File: src/rtl/bus_arbit_pkg.sv
// Shared definitions for the N-master bus arbiter: mode codes, FSM encoding
// and a one-hot to index helper.
package bus_arbit_pkg;

    localparam int unsigned MODE_FIXED  = 0;
    localparam int unsigned MODE_RR     = 1;
    localparam int unsigned MAX_MASTERS = 16;

    typedef enum logic {
        PARK = 1'b0,
        OWN  = 1'b1
    } arb_state_e;

    // Valid only for a one-hot (or zero) input; bits are OR-ed, not prioritised.
    function automatic logic [3:0] onehot_to_idx(input logic [MAX_MASTERS-1:0] i_oh);
        logic [3:0] idx;
        idx = '0;
        for (int i = 0; i < MAX_MASTERS; i++) begin
            if (i_oh[i]) begin
                idx = idx | 4'(i);
            end
        end
        return idx;
    endfunction

endpackage

File: src/rtl/arb_pick.sv
// Combinational winner selection: lowest index (fixed) or first set bit at or
// above the rotating pointer, wrapping at N_MASTERS-1 (round-robin).
module arb_pick
    import bus_arbit_pkg::*;
#(
    parameter int unsigned N_MASTERS = 4,
    parameter int unsigned MODE      = MODE_RR,
    localparam int unsigned PW       = $clog2(N_MASTERS)
) (
    input  logic [N_MASTERS-1:0] i_cand,
    input  logic [PW-1:0]        i_rr_ptr,
    output logic [PW-1:0]        o_winner,
    output logic                 o_any
);

    logic [PW-1:0] w_idx;

    always_comb begin
        o_winner = '0;
        o_any    = 1'b0;
        w_idx    = (MODE == MODE_RR) ? i_rr_ptr : '0;
        for (int k = 0; k < N_MASTERS; k++) begin
            if (!o_any && i_cand[w_idx]) begin
                o_winner = w_idx;
                o_any    = 1'b1;
            end
            w_idx = (w_idx == PW'(N_MASTERS - 1)) ? '0 : w_idx + PW'(1);
        end
    end

endmodule

File: src/rtl/bus_arbit_rr.sv
// N-master bus arbiter with fixed or round-robin priority, a hold limit that
// forces rotation under contention, and parking on master 0 when idle.
module bus_arbit_rr
    import bus_arbit_pkg::*;
#(
    parameter int unsigned N_MASTERS = 4,
    parameter int unsigned MODE      = MODE_RR,
    parameter int unsigned MAX_HOLD  = 16,
    parameter int unsigned ID_W      = $clog2(N_MASTERS)
) (
    input  logic                 clk,
    input  logic                 reset_n,
    input  logic [N_MASTERS-1:0] req,
    output logic [N_MASTERS-1:0] grant,
    output logic [ID_W-1:0]      grant_id,
    output logic                 grant_valid
);

    localparam int unsigned PW = $clog2(N_MASTERS);
    localparam int unsigned HW = (MAX_HOLD > 1) ? $clog2(MAX_HOLD) : 1;
    localparam logic [HW-1:0] HOLD_LAST = (MAX_HOLD > 1) ? HW'(MAX_HOLD - 1) : '0;
    localparam logic [N_MASTERS-1:0] GRANT_PARK = {{(N_MASTERS-1){1'b0}}, 1'b1};

    arb_state_e             r_state, w_state_d;
    logic [N_MASTERS-1:0]   r_grant, w_grant_d;
    logic [HW-1:0]          r_hold, w_hold_d;
    logic [PW-1:0]          r_ptr, w_ptr_d;

    logic [N_MASTERS-1:0]   w_others;
    logic                   w_own_req;
    logic                   w_force;
    logic [N_MASTERS-1:0]   w_cand;
    logic [PW-1:0]          w_winner;
    logic                   w_any;
    logic                   w_take;
    logic [MAX_MASTERS-1:0] w_grant_ext;

    assign w_others  = req & ~r_grant;
    assign w_own_req = |(req & r_grant);
    assign w_force   = (r_state == OWN) && w_own_req && (|w_others) &&
                       (MAX_HOLD != 0) && (r_hold == HOLD_LAST);
    // Forced rotation must not re-pick the owner, so mask it out of the candidates.
    assign w_cand    = w_force ? w_others : req;

    arb_pick #(
        .N_MASTERS (N_MASTERS),
        .MODE      (MODE)
    ) u_pick (
        .i_cand    (w_cand),
        .i_rr_ptr  (r_ptr),
        .o_winner  (w_winner),
        .o_any     (w_any)
    );

    always_comb begin
        w_state_d = r_state;
        w_grant_d = r_grant;
        w_hold_d  = r_hold;
        w_ptr_d   = r_ptr;
        w_take    = 1'b0;
        case (r_state)
            PARK: begin
                w_take = w_any;
            end
            OWN: begin
                if (w_own_req) begin
                    if (w_force) begin
                        w_take = 1'b1;
                    end else if (r_hold != HOLD_LAST) begin
                        w_hold_d = r_hold + HW'(1);
                    end
                end else if (w_any) begin
                    w_take = 1'b1;
                end else begin
                    w_state_d = PARK;
                    w_grant_d = GRANT_PARK;
                    w_hold_d  = '0;
                end
            end
            default: begin
                w_state_d = PARK;
                w_grant_d = GRANT_PARK;
                w_hold_d  = '0;
            end
        endcase
        if (w_take) begin
            w_state_d = OWN;
            w_grant_d = GRANT_PARK << w_winner;
            w_hold_d  = '0;
            w_ptr_d   = (w_winner == PW'(N_MASTERS - 1)) ? '0 : w_winner + PW'(1);
        end
    end

    always_ff @(posedge clk) begin
        if (!reset_n) begin
            r_state <= PARK;
            r_grant <= GRANT_PARK;
            r_hold  <= '0;
            r_ptr   <= '0;
        end else begin
            r_state <= w_state_d;
            r_grant <= w_grant_d;
            r_hold  <= w_hold_d;
            r_ptr   <= w_ptr_d;
        end
    end

    assign w_grant_ext = MAX_MASTERS'(r_grant);
    assign grant       = r_grant;
    assign grant_id    = ID_W'(onehot_to_idx(w_grant_ext));
    assign grant_valid = (r_state == OWN);

endmodule

File: config.mk
export PLATFORM = sky130hd
export DESIGN_NAME = bus_arbit_rr
export DESIGN_NICKNAME = d
export VERILOG_FILES = /design/src/rtl/bus_arbit_pkg.sv /design/src/rtl/arb_pick.sv /design/src/rtl/bus_arbit_rr.sv
export SDC_FILE = /design/constraint.sdc
export NUM_CORES = 1
export LEC_CHECK = 0
export ABC_AREA = 1
export CAP_MARGIN = 20
export CORE_AREA = 2 2 51 53
export CTS_BUF_LIST = sky130_fd_sc_hd__clkbuf_4 sky130_fd_sc_hd__clkbuf_8
export DETAILED_ROUTE_END_ITERATION = 8
export DIE_AREA = 0 0 53 55
export GPL_ROUTABILITY_DRIVEN = 0
export GPL_TIMING_DRIVEN = 0
export PLACE_DENSITY = 0.76
export SKIP_CTS_REPAIR_TIMING = 1
export SLEW_MARGIN = 20
export SYNTH_ARGS = -nofsm -noshare
export SYNTH_HDL_FRONTEND = slang
export SYNTH_HIERARCHICAL = 1
export SYNTH_SLANG_ARGS = --single-unit
export TNS_END_PERCENT = 50
File: constraint.sdc
create_clock -name clk -period 2.2 [get_ports clk]
set_input_delay 0.44 -clock clk [delete_from_list [all_inputs] [get_ports clk]]
set_output_delay 0.44 -clock clk [all_outputs]
set_load 0.02 [all_outputs]
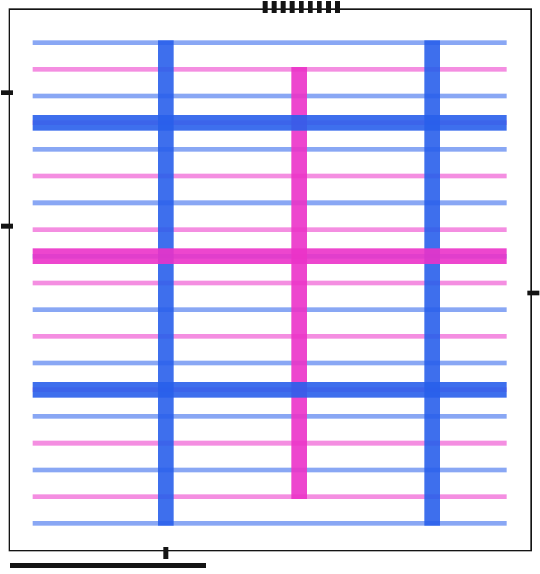
Figure 1: PDN straps and rails.
The bar under the picture is 20 microns long. Pins as bars on the die edge.
legend:
  VSS:
    color: blue
  VDD:
    color: magenta
rows: 18
signal pins: 13
met1 rails: 19
met5 straps: 3

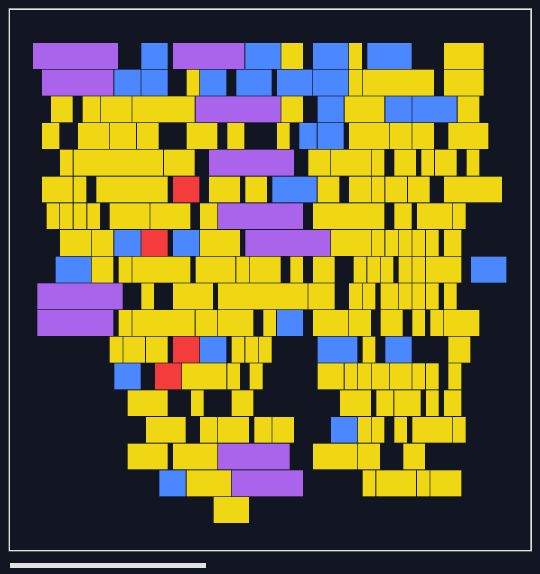
Figure 2: placed cells, one color a class.
The bar under the picture is 20 microns long.
legend:
  all other logic:
    color: yellow
    cells: 151
    share_of_their_area: 68%
  other buffers and delay cells:
    color: blue
    cells: 27
    share_of_their_area: 15%
  clock drivers and dummy loads:
    color: red
    cells: 4
    share_of_their_area: 1.9%
  flops:
    color: purple
    cells: 11
    share_of_their_area: 15%

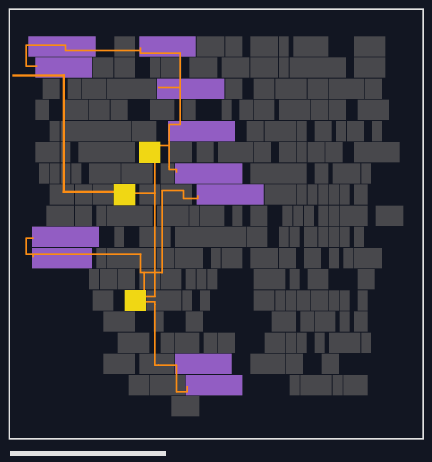
Figure 3: clock distribution.
The bar under the picture is 20 microns long.
legend:
  cells driving clock nets:
    color: yellow
    count: 3
  clock wires:
    color: orange
    length: 166 microns
  flip-flops:
    color: purple
    count: 11
routed clock nets: 4

==> results.txt <==
Latest figures from synthesis and place and route.

The flow ran to the end, but the final reports show violations. The checks that failed: setup timing. The analysis attributes to cell leakage a power of 0.7786 nW.

The synthesized netlist net count is roughly 180. The report lists the power per cell area as 1334 nW/um^2. The total of endpoints with negative setup slack in the final report is 11. The worst path uses 111.1% of the clock period. After legalization and detailed placement, the total HPWL measured 1988 microns. The number of flip-flops and latches in the synthesized netlist is 11. The insertion delay of the later-clocked pin in the worst-skew pair is about 0.27 ns. Leaving out fill and tap cells, the most frequent cells in the layout are 35 x nand2_1, 18 x nand2_2, 15 x buf_4. Compared with the post-synthesis result, the final layout area differs by 40.59%.

The data arrival time reported for the critical path is 2.60 ns. The kind of capture point of the worst setup path is a register. Per the synthesis report, the number of distinct cell types is 27.

The combined global-route utilization of all metal layers is 19.58%. In the final report, the number of pins over their slew limit comes to 0. The worst hold margin is 0.4566 ns. The maximum number of pins on one net before global-route repair is 10. The post-layout worst setup margin is -0.2445 ns. The number of I/O pins is 13.

The average cell area after synthesis is roughly 7 sq um. The final clock skew is 0.008434 ns. The antenna diode count is 0. The count of warnings emitted by yosys is 6. The cell accounting for the most synthesized area is dfxtp_1.
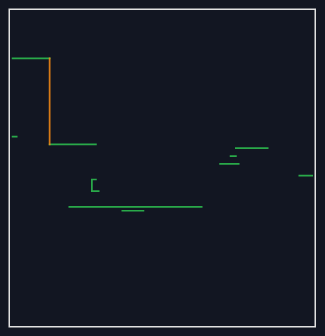
Figure 4: routed metal, one color a layer.
Only two layers are drawn.
legend:
  met3:
    color: green
    wire_length: 57.6 microns
  met4:
    color: orange
    wire_length: 15.0 microns

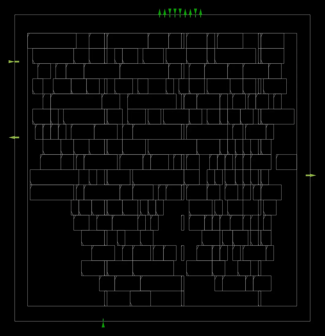
Figure 5: placement view.
total core area: 2365 sq um
sequential cells: 11
proportion of cell area occupied by registers: 15.09%
Final Util: 68.36%

==> logic make-up after synthesis <==
| kind of cell | after synthesis | synth area share, % |
|---|---|---|
| compound gates | 12 | 8.487 |
| flops | 11 | 19.15 |
| simple gates | 109 | 55.39 |
| xor+xnor | 3 | 2.286 |
| fa+ha+maj | 6 | 6.529 |
| buf+inv | 23 | 8.160 |
==> stage by stage <==
step / std cells / instance area (sq um) / TNS, ns / power [W]
3_3_place_gp: 205 / 1360 / -9.671 / 0.001598
3_5_place_dp: 205 / 1360 / -10.35 / 0.001651
5_1_grt: 223 / 1617 / -4.056 / 0.002329
2_1_floorplan: 164 / 1212 / -0.1589 / 0.001349
6_report: 223 / 1617 / -2.021 / 0.002157
4_1_cts: 209 / 1390 / -7.528 / 0.001819
==> sequential cells by signal (all words and copies together) (netlist names) <==
name / count
grant_valid: 1
r_hold: 4
r_ptr: 2
grant: 4
==> worst max-delay path: stages, from the launching register on <==
cell and delay, ns:
dfxtp_4 0.38, inv_4 0.08, nand2_4 0.04, nand2_2 0.09
nor2_4 0.05, nor2_4 0.13, nand2_4 0.08, nand2_1 0.07
nand2_1 0.08, inv_2 0.08, nand2_1 0.05, nand3_1 0.12
nand2_2 0.10, nor2_4 0.14, nand4_1 0.12, buf_6 0.16
nand2_2 0.05, nand2_2 0.06, nor2_4 0.18, nand2_2 0.07
xor2_1 0.14, nor2_1 0.06
==> cell type report <==
cell class | instances | area [sq um]
Buffer | 2 | 15.01
Clock buffer | 4 | 30.03
Fill cell | 187 | 748.2
Inverter | 21 | 86.33
Multi-Input combinational cell | 130 | 982.2
Sequential cell | 11 | 244.0
Tap cell | 30 | 37.54
Timing Repair Buffer | 25 | 221.5
==> final timing paths <==
check / cells after the start / startpoint / endpoint / slack, ns
max: 21 / grant[3] / r_hold[2] / -0.24
min: 2 / reset_n / grant[0] / 0.46
max reg2reg: 21 / grant[3] / r_hold[2] / -0.24
min reg2reg: 2 / r_ptr[1] / r_ptr[1] / 0.50
==> cell usage after synthesis <==
master / instances
and3_1: 1
nand2_2: 10
a21oi_2: 5
inv_2: 4
a21oi_1: 1
nand4_1: 4
o21ai_0: 2
nor2_8: 2
o21ai_1: 1
nor2_2: 4
a21oi_4: 1
xnor2_1: 1
dfxtp_1: 11
nand3_1: 13
nand2_1: 48
ha_1: 6
nand3b_1: 4
o21ai_2: 2
inv_1: 17
nor2_1: 7
nor3_1: 1
nand3_4: 1
nand3_2: 3
buf_4: 2
xor2_1: 2
nand2_4: 9
nor2_4: 2
==> report_power, final <==
| group | leakage [nW] | switching, W | internal, W |
|---|---|---|---|
| sequential | 0.0940 | 0.0000818 | 0.000264 |
| combinational | 0.666 | 0.000986 | 0.000673 |
| clock | 0.0184 | 0.0000692 | 0.0000824 |
| total | 0.779 | 0.00114 | 0.00102 |
==> metal layers <==
| layer | GRT usage (%) | vias to the layer above | wire length (microns) |
|---|---|---|---|
| li1 | - | 582 | - |
| met5 | 0 | - | 0 |
| met4 | 6.410 | 0 | 14 |
| met1 | 23.65 | 557 | 1227 |
| met2 | 36.67 | 15 | 1724 |
| met3 | 1.613 | 2 | 57 |
Power is estimated from default activity; no workload was simulated.
